`config.mk`:
```
export PLATFORM = sky130hd
export DESIGN_NAME = seg7_scan_capture
export DESIGN_NICKNAME = d
export VERILOG_FILES = /design/src/rtl/seg7_pkg.sv /design/src/rtl/seg7_scan_capture_encoder.sv /design/src/rtl/seg7_scan_capture.sv
export SDC_FILE = /design/constraint.sdc
export NUM_CORES = 1
export LEC_CHECK = 0
export ABC_AREA = 1
export CAP_MARGIN = 20
export CORE_ASPECT_RATIO = 0.5
export CORE_MARGIN = 2
export CORE_UTILIZATION = 55
export DETAILED_ROUTE_END_ITERATION = 8
export PLACE_DENSITY = 0.79
export SETUP_SLACK_MARGIN = 0.3
export SLEW_MARGIN = 10
export SYNTH_ARGS = -nofsm -noshare
export SYNTH_HDL_FRONTEND = slang
export SYNTH_SLANG_ARGS = --single-unit
```
`constraint.sdc`:
```
create_clock -name clk -period 2.8 [get_ports clk]
set_input_delay 0.56 -clock clk [delete_from_list [all_inputs] [get_ports clk]]
set_output_delay 0.56 -clock clk [all_outputs]
set_load 0.005 [all_outputs]
```
`src/rtl/seg7_pkg.sv`:
```
// Shared constants for the segment read-back path: hex glyph patterns,
// segment bit positions and the frame capture state type.
package seg7_pkg;

    localparam int SEG_DP_BIT = 7;

    localparam logic [6:0] SEG_HEX_0 = 7'h3F;
    localparam logic [6:0] SEG_HEX_1 = 7'h06;
    localparam logic [6:0] SEG_HEX_2 = 7'h5B;
    localparam logic [6:0] SEG_HEX_3 = 7'h4F;
    localparam logic [6:0] SEG_HEX_4 = 7'h66;
    localparam logic [6:0] SEG_HEX_5 = 7'h6D;
    localparam logic [6:0] SEG_HEX_6 = 7'h7D;
    localparam logic [6:0] SEG_HEX_7 = 7'h07;
    localparam logic [6:0] SEG_HEX_8 = 7'h7F;
    localparam logic [6:0] SEG_HEX_9 = 7'h6F;
    localparam logic [6:0] SEG_HEX_A = 7'h77;
    localparam logic [6:0] SEG_HEX_B = 7'h7C;
    localparam logic [6:0] SEG_HEX_C = 7'h39;
    localparam logic [6:0] SEG_HEX_D = 7'h5E;
    localparam logic [6:0] SEG_HEX_E = 7'h79;
    localparam logic [6:0] SEG_HEX_F = 7'h71;

    typedef enum logic {
        COLLECT = 1'b0,
        OFFER   = 1'b1
    } cap_state_t;

endpackage

```
`src/rtl/seg7_scan_capture_encoder.sv`:
```
// Segment-to-hex encoder: inverse of the hex glyph table. Anything that is
// not one of the 16 glyphs (blank included) is reported as invalid.
module seg7_encoder
    import seg7_pkg::*;
(
    input  logic [6:0] seg,
    output logic [3:0] nibble,
    output logic       valid
);

    always_comb begin
        nibble = 4'h0;
        valid  = 1'b1;
        case (seg)
            SEG_HEX_0: nibble = 4'h0;
            SEG_HEX_1: nibble = 4'h1;
            SEG_HEX_2: nibble = 4'h2;
            SEG_HEX_3: nibble = 4'h3;
            SEG_HEX_4: nibble = 4'h4;
            SEG_HEX_5: nibble = 4'h5;
            SEG_HEX_6: nibble = 4'h6;
            SEG_HEX_7: nibble = 4'h7;
            SEG_HEX_8: nibble = 4'h8;
            SEG_HEX_9: nibble = 4'h9;
            SEG_HEX_A: nibble = 4'hA;
            SEG_HEX_B: nibble = 4'hB;
            SEG_HEX_C: nibble = 4'hC;
            SEG_HEX_D: nibble = 4'hD;
            SEG_HEX_E: nibble = 4'hE;
            SEG_HEX_F: nibble = 4'hF;
            default:   valid  = 1'b0;
        endcase
    end

endmodule

```
`src/rtl/seg7_scan_capture.sv`:
```
// Captures a multiplexed 7-segment scan bus, debounces each scan step and
// publishes complete multi-digit hex frames over a valid/ready handshake.
module seg7_scan_capture
    import seg7_pkg::*;
#(
    parameter int DIGITS     = 4,
    parameter int STABLE_CNT = 3
) (
    input  logic                  clk,
    input  logic                  rst_n,
    input  logic                  sample_en,
    input  logic [7:0]            seg_in,
    input  logic [DIGITS-1:0]     dig_sel,
    output logic [4*DIGITS-1:0]   hex_out,
    output logic [DIGITS-1:0]     dp_out,
    output logic [DIGITS-1:0]     digit_err,
    output logic                  frame_valid,
    input  logic                  frame_ready,
    output logic                  overrun
);

    localparam logic [3:0] STABLE = 4'(STABLE_CNT);
    localparam int         SW     = 8 + DIGITS;

    logic [SW-1:0]     prev_reg, prev_next;
    logic [3:0]        cnt_reg, cnt_next;
    logic              commit, same;
    logic [3:0]        enc_nibble;
    logic              enc_valid;
    logic [DIGITS-1:0] commit_mask;

    logic [3:0]        work_hex_reg [DIGITS];
    logic [DIGITS-1:0] work_dp_reg, work_err_reg, seen_reg, seen_next;
    logic [3:0]        pub_hex_reg  [DIGITS];
    logic [DIGITS-1:0] pub_dp_reg, pub_err_reg;
    logic              overrun_reg;

    cap_state_t        state_reg, state_next;
    logic              full, publish, drop_frame, set_overrun, clr_overrun;

    seg7_encoder u_encoder (
        .seg    (seg_in[6:0]),
        .nibble (enc_nibble),
        .valid  (enc_valid)
    );

    assign same = ({seg_in, dig_sel} == prev_reg);

    // Commit fires only on the transition into STABLE, so a held pattern commits once.
    always_comb begin
        cnt_next  = cnt_reg;
        prev_next = prev_reg;
        commit    = 1'b0;
        if (sample_en) begin
            if (!$onehot(dig_sel)) begin
                cnt_next = '0;
            end else if (same) begin
                if (cnt_reg != STABLE) begin
                    cnt_next = cnt_reg + 4'd1;
                    commit   = (cnt_reg == STABLE - 4'd1);
                end
            end else begin
                cnt_next  = 4'd1;
                prev_next = {seg_in, dig_sel};
                commit    = (STABLE == 4'd1);
            end
        end
    end

    assign commit_mask = commit ? dig_sel : '0;

    always_ff @(posedge clk or negedge rst_n) begin
        if (!rst_n) begin
            cnt_reg  <= '0;
            prev_reg <= '0;
        end else begin
            cnt_reg  <= cnt_next;
            prev_reg <= prev_next;
        end
    end

    // A commit landing on the publish/drop edge belongs to the next frame.
    assign full      = &seen_reg;
    assign seen_next = ((publish || drop_frame) ? '0 : seen_reg) | commit_mask;

    always_ff @(posedge clk or negedge rst_n) begin
        if (!rst_n) begin
            for (int i = 0; i < DIGITS; i++) work_hex_reg[i] <= '0;
            work_dp_reg  <= '0;
            work_err_reg <= '0;
            seen_reg     <= '0;
        end else begin
            seen_reg <= seen_next;
            for (int i = 0; i < DIGITS; i++) begin
                if (commit_mask[i]) begin
                    work_dp_reg[i]  <= seg_in[SEG_DP_BIT];
                    work_err_reg[i] <= ~enc_valid;
                    if (enc_valid) work_hex_reg[i] <= enc_nibble;
                end
            end
        end
    end

    always_ff @(posedge clk or negedge rst_n) begin
        if (!rst_n) state_reg <= COLLECT;
        else        state_reg <= state_next;
    end

    always_comb begin
        state_next = state_reg;
        case (state_reg)
            COLLECT: if (full) state_next = OFFER;
            OFFER:   if (frame_ready && !full) state_next = COLLECT;
            default: state_next = COLLECT;
        endcase
    end

    always_comb begin
        publish     = 1'b0;
        drop_frame  = 1'b0;
        set_overrun = 1'b0;
        clr_overrun = 1'b0;
        frame_valid = (state_reg == OFFER);
        case (state_reg)
            COLLECT: publish = full;
            OFFER: begin
                publish     = full && frame_ready;
                drop_frame  = full && !frame_ready;
                set_overrun = drop_frame;
                clr_overrun = frame_ready;
            end
            default: ;
        endcase
    end

    always_ff @(posedge clk or negedge rst_n) begin
        if (!rst_n) begin
            for (int i = 0; i < DIGITS; i++) pub_hex_reg[i] <= '0;
            pub_dp_reg  <= '0;
            pub_err_reg <= '0;
            overrun_reg <= 1'b0;
        end else begin
            if (publish) begin
                pub_hex_reg <= work_hex_reg;
                pub_dp_reg  <= work_dp_reg;
                pub_err_reg <= work_err_reg;
            end
            if (set_overrun)      overrun_reg <= 1'b1;
            else if (clr_overrun) overrun_reg <= 1'b0;
        end
    end

    for (genvar gi = 0; gi < DIGITS; gi++) begin : g_hex
        assign hex_out[4*gi +: 4] = pub_hex_reg[gi];
    end

    assign dp_out    = pub_dp_reg;
    assign digit_err = pub_err_reg;
    assign overrun   = overrun_reg;

endmodule

```
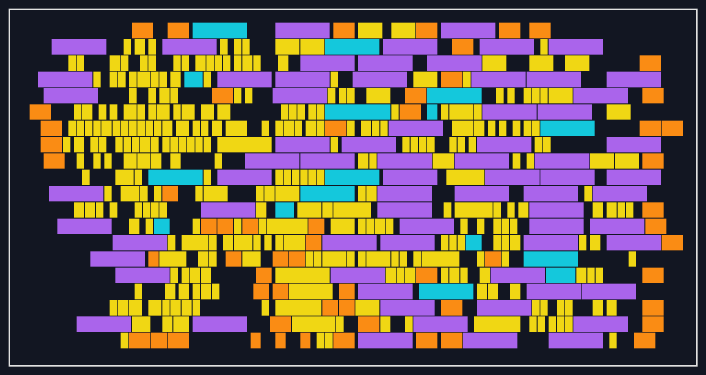
(run_1/cell_classes.png)
Drawn at 6 px/um.
| class | color | cells |
|---|---|---|
| clock drivers and dummy loads | cyan | 16 |
| flops | purple | 70 |
| other buffers and delay cells | orange | 58 |
| all other logic | yellow | 308 |

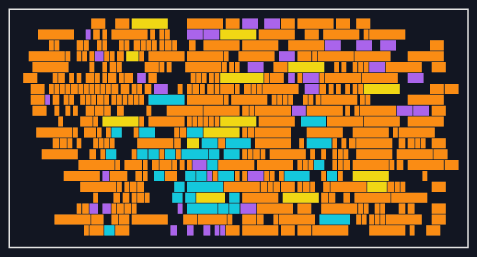
(run_1/drive_strength.png)
Drawn at 4 px/um.
| size | color | cells | share | most used |
|---|---|---|---|---|
| drive 6 and up | yellow | 14 | 3.1% | clkbuf_16 |
| drive 1 or less | orange | 370 | 82% | nand2_1 |
| drive 2 | purple | 35 | 7.7% | mux2_2 |
| drive 3 to 4 | cyan | 33 | 7.3% | buf_4 |

==> ci_impl_report.md, run 1 <==
### Yosys + OpenROAD results

| Metric | Value |
|---|---|
| Max Cap Viol | `0` |
| Tool warnings | `27` |
| Setup crit start | `dig_sel[3]` |
| Largest net degree at the start of global routing | `71` |
| Arrival time worst endpoint | `2640 ps` |
| CTS max path bufs | `2` |
| First-pass GRT wire length | `12.7 mm` |
| Critical path type | `in -> reg` |
| Die y size | `59.2 um` |
| # DRC | `0` |
| Flops after synth | `70` |
| Final setup margin | `411 ps` |
| Worst R2R Path Depth | `5` |
| Via Count | `2801` |
| Worst IR Drop VDD | `0.269 mV` |
| Status | `complete, no violations` |
| Seq/Total Area, Yosys | `52.3%` |
| DP HPWL | `5.26 mm` |
| Non-Filler Instances | `529` |
| Ant. Diodes | `0` |
| Synthesized Nets | `407` |
| R2R setup slack | `910 ps` |
| R2R Path Start | `seen_reg[0]` |
| Worst-Margin Slew | `860 ps` |
| Slew Limit Fails | `0` |
| Logic area | `0.00149 mm2` |
| Leak | `2.23 nW` |
| Total Routing Usage GR | `24.9%` |
| CP Launch Type | `input pin` |
| H-Tree Depth | `3` |
| HP Class | `in -> async` |
| P&R area growth vs syn | `29.4%` |
| Yosys cell count | `386` |
| Power Density | `624 mW/mm2` |
| Drt total wl | `7.52 mm` |
| Clock Tree Root | `clkbuf_16` |
| RSZ-0062 raised after global routing | `no` |
| Top Ports | `42` |
| Number of fill cells | `386` |
| Setup crit end | `work_dp_reg[0]` |
| Reg2Reg Capture Point | `hex_out[15]` |
| DP Area | `0.00398 mm2` |
| Nets | `468` |
| Critical Path Sink Type | `flip-flop` |
| Post-Route Skew | `4.37 ps` |
| Storage cell area | `0.00175 mm2` |
| Num CTS Buffers | `9` |
| Latency at later pin | `330 ps` |
| RD Place Congestion | `0.939` |
| Fmax | `419 MHz` |
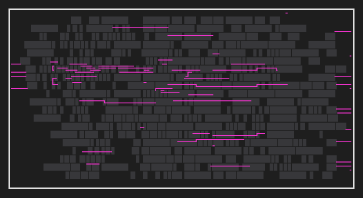
(run_1/met3.png)
Drawn at 3 px/um.
share of all routed wire: 5.9%
nets with wire on the layer: 50

-- run 1: cell usage in the layout, fill, tap and decap left out, drive strengths merged, types with 8 or more instances in the layout --
cell,instances
inv,47
clkbuf,12
nor2,28
o21ai,30
nand3,27
nand4,8
buf,19
mux2,16
nand2,132
clkdlybuf4s50,37
dfrtp,70
-- run 1: metal layers --
layer | up-vias | wire length [um] | GRT usage [%] | share of wire (%)
met2 | 99 | 3630 | 42.9 | 48
li1 | 1354 | - | - | -
met5 | - | 0 | 0 | 0
met1 | 1338 | 3370 | 31.3 | 45
met3 | 10 | 441 | 7.87 | 5.9
met4 | 0 | 75 | 6.45 | 1.0
-- run 1: worst min-delay path by stage --
stage / depth (start not counted) / to / slack [ps] / from
CTS: 2 / cnt_reg[3] / 460 / rst_n
floorplan: 0 / cnt_reg[0] / 260 / rst_n
global placement: 2 / work_hex_reg[15] / 460 / work_hex_reg[15]
finish: 2 / cnt_reg[3] / 440 / rst_n
global route: 2 / work_hex_reg[12] / 500 / work_hex_reg[12]
detailed placement: 2 / work_hex_reg[12] / 460 / work_hex_reg[12]
-- run 1: synthesized netlist by cell type --
cell      number  area, um2
nand4_2        1       12.5
inv_2          2       7.51
nor3b_1        1       7.51
nand4_1        7       43.8
a21oi_1        3       15.0
nor4_4         1       21.3
inv_1         43        161
xnor2_1        5       43.8
mux2_2        16        180
nor2_4         1       11.3
nor2_2         5       31.3
clkbuf_1       2       7.51
nor3_1         3       15.0
dfrtp_1       70       1750
buf_2          5       25.0
fa_1           1       20.0
nand3_1       21        105
ha_1           4       50.1
nor2_1        21       78.8
nand2_1      132        495
or2_2          3       18.8
o21ai_0       30        150
nand3_2        6       60.1
nor2_8         1       20.0
buf_4          1       7.51
o31ai_1        1       7.51
-- run 1: report_power, final --
part           switching [mW]  total (mW)  internal [mW]
combinational           0.219       0.383          0.164
sequential             0.0651        1.16           1.10
clock                   0.439        1.16          0.718
total                   0.723        2.70           1.98
-- run 1: critical path: stages --
cell and delay [ps]:
clkbuf_2 100, inv_2 50, fa_1 540, inv_2 60, ha_4 160, ha_4 210
nor3b_4 220, buf_4 160, nand4_4 170, nor2_4 250, nand2_1 80, o21ai_1 80
-- run 1: cell type report --
cell class	instances	share of cell area, %
flip-flops and latches	70	40.4
repair buffers	58	12.0
well taps	77	2.22
clock inverters	6	1.56
multi-input cells	263	34.4
clock buffers	10	5.51
inverters	45	3.90
-- run 1: what timing repair did --
item                       4_1_cts  5_1_grt
gates resized                   16        6
setup endpoints to repair       44       39
buffers inserted                 1        1
pin swaps                        3        4
hold buffers                     0        0
-- run 1: kinds of logic (layout without fill, tap and decap cells) --
logic type | count (synthesis) | after routing | share of synthesized area [%]
buf+inv | 53 | 119 | 6.24
compound gates | 34 | 34 | 5.16
xor+xnor | 5 | 5 | 1.31
flops | 70 | 70 | 52.3
simple gates | 203 | 203 | 27.5
fa+ha+maj | 5 | 5 | 2.09
mux | 16 | 16 | 5.38
==> run_1/registers.png <==
Drawn at 4 px/um. Other sequential cells in the stronger gray, the rest of the logic in the fainter gray.
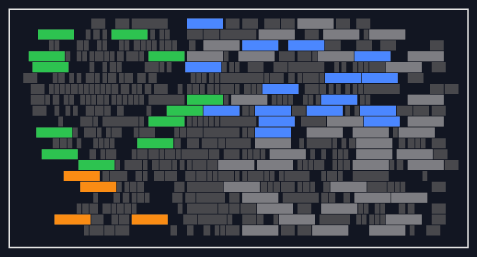

==> run 1 -> run 2 <==
--- a/config.mk
+++ b/config.mk
@@ -6,11 +6,13 @@
 export NUM_CORES = 1
 export LEC_CHECK = 0
 export ABC_AREA = 1
+export ABC_CLOCK_PERIOD_IN_PS = 2800
 export CAP_MARGIN = 20
 export CORE_ASPECT_RATIO = 0.5
 export CORE_MARGIN = 2
 export CORE_UTILIZATION = 55
 export DETAILED_ROUTE_END_ITERATION = 8
+export GPL_TIMING_DRIVEN = 0
 export PLACE_DENSITY = 0.79
 export SETUP_SLACK_MARGIN = 0.3
 export SLEW_MARGIN = 10
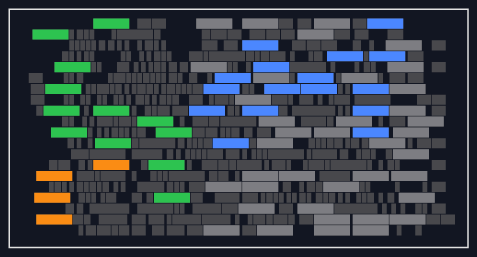
(run_2/registers.png)
Drawn at 4 px/um. Other sequential cells in the stronger gray, the rest of the logic in the fainter gray.
| signal | color | sequential cells |
|---|---|---|
| work_hex_reg | blue | 16 |
| prev_reg | green | 12 |
| cnt_reg | orange | 4 |

==> ci_impl_report.md, run 2 <==
### Yosys + OpenROAD results

| Metric | Value |
|---|---|
| Top Ports | `42` |
| Flops after synth | `70` |
| Post-Route Skew | `4.96 ps` |
| Slew Limit Fails | `0` |
| CTS max path bufs | `2` |
| Num CTS Buffers | `9` |
| Cell-by-cell trace of the critical path | `buf_12 > inv_8 > fa_1 > inv_2 > ha_4 > ha_4 > nor3b_4 > buf_6 > nand4_4 > nor2_4 > nand2_1 > o21ai_1` |
| RD Place Congestion | `0.889` |
| Async SR Flop Fraction | `100%` |
| First-pass GRT wire length | `13.3 mm` |
| Tool warnings | `28` |
| P&R area growth vs syn | `33.0%` |
| # rows | `20` |
| Leak | `2.25 nW` |
| Nets | `465` |
| Fmax | `386 MHz` |
| Clk sink count | `70` |
| Worst-Margin Slew | `542 ps` |
| CP max stage delay | `550 ps` |
| DP HPWL | `5.59 mm` |
| Number of enable flip-flop cells | `0` |
| R2R setup slack | `860 ps` |
| Critical Path Sink Type | `flip-flop` |
| Most Frequent Cell on Critical Path | `ha_4` |
| Status | `complete, no violations` |
| Arrival time worst endpoint | `2830 ps` |
| Largest net degree at the start of global routing | `62` |
| Crit path max-delay cell type | `fa_1` |
| Via Count | `2914` |
| Die y size | `59.2 um` |
| Power Density | `634 mW/mm2` |
| Max Cap Viol | `0` |
| Storage cell area | `0.00175 mm2` |
| Top cells excl fill/tap | `nand2_1 (117), dfrtp_1 (70), inv_1 (37)` |
| Total Routing Usage GR | `25.9%` |
| CP Launch Type | `input pin` |
| Critical path type | `in -> reg` |
| # DRC | `0` |
| H-Tree Depth | `3` |
| Dominant logic cell type in the layout | `nand2_1` |
| Area leader share | `52.3%` |
| Latency at later pin | `340 ps` |
| RSZ-0062 raised after global routing | `yes` |
| Clock Tree Root | `clkbuf_16` |
| Final setup margin | `209 ps` |
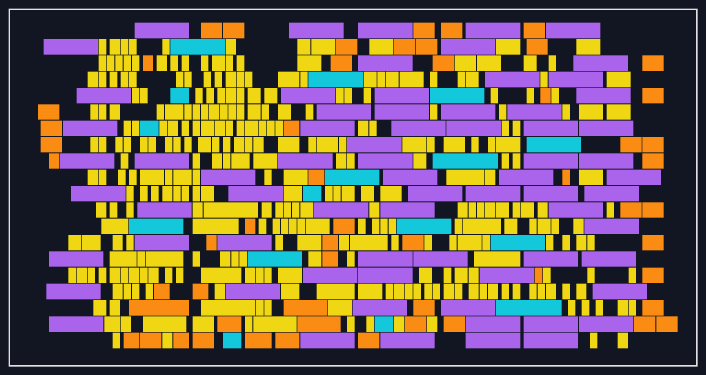
(run_2/cell_classes.png)
Drawn at 6 px/um.
| class | color | cells |
|---|---|---|
| other buffers and delay cells | orange | 55 |
| flops | purple | 70 |
| clock drivers and dummy loads | cyan | 16 |
| all other logic | yellow | 308 |

[run 2: cell count changes in the layout (fill, tap and decap cells not counted), moves of 3 or more]
cell	change
nand2_1	-15
nand2_2	+15
buf_4	-9
nand3_1	-4
buf_2	+3
clkdlybuf4s50_1	-3
clkinv_4	+3
nand3_2	+3
[run 2: kinds of logic (layout without fill, tap and decap cells)]
kind of cell	count (synthesis)	in the layout	share of synthesized area, %
xor+xnor	5	5	1.31
flops	70	70	52.3
fa+ha+maj	5	5	2.09
mux	16	16	5.38
buf+inv	53	116	6.24
compound gates	34	34	5.16
simple gates	203	203	27.5
[run 2: worst paths after layout]
| check | from | to | depth (start not counted) |
|---|---|---|---|
| worst min-delay path | rst_n | prev_reg[9] | 1 |
| worst max register to register | prev_reg[2] | work_dp_reg[3] | 7 |
| min in group clk | dp_out[1] | dp_out[1] | 2 |
| worst max-delay path | dig_sel[1] | work_dp_reg[3] | 12 |
| max in group asynchronous | rst_n | work_hex_reg[5] | 2 |
| worst min register to register | dp_out[1] | dp_out[1] | 2 |
[run 2: timing repair]
item,4_1_cts,5_1_grt
setup buffers,2,5
pin swaps,4,26
gates resized,28,39
endpoints found under the setup margin,44,39
hold buffers,0,0
[run 2: area by class of cell]
type | instances | share of cell area, %
tap | 77 | 2.16
clock inverter | 7 | 2.33
inverter | 45 | 4.13
clock buffer | 9 | 5.06
buffer | 8 | 0.899
timing repair buffer | 47 | 11.1
multi-input combinational | 263 | 35.0
sequential | 70 | 39.3
[run 2: power breakdown]
group	internal, mW	total (mW)	switching (mW)
combinational	0.168	0.398	0.230
clock	0.790	1.26	0.467
sequential	1.10	1.17	0.0690
[run 2: layer usage]
metal	wire, um	vias up	track usage, %
li1	-	1342	-
met1	3530	1428	31.6
met2	4440	125	46.0
met3	567	19	6.44
met4	141	0	9.23
met5	0	-	0
[run 2: stage by stage]
stage / power, mW / std cells / area, um2
2_1_floorplan: 1.40 / 386 / 3400
3_3_place_gp: 1.50 / 502 / 3890
3_5_place_dp: 1.54 / 503 / 3920
4_1_cts: 2.80 / 521 / 4310
5_1_grt: 2.94 / 526 / 4450
6_report: 2.82 / 526 / 4450
[run 2: critical path, delay by kind of cell]
family	cells	cell delay, ps
and+or+nand+nor	4	860
adders and majority gates	3	950
AOI/OAI and AO/OA	1	140
buffers and inverters	4	330
Power and IR drop assume default switching activity.
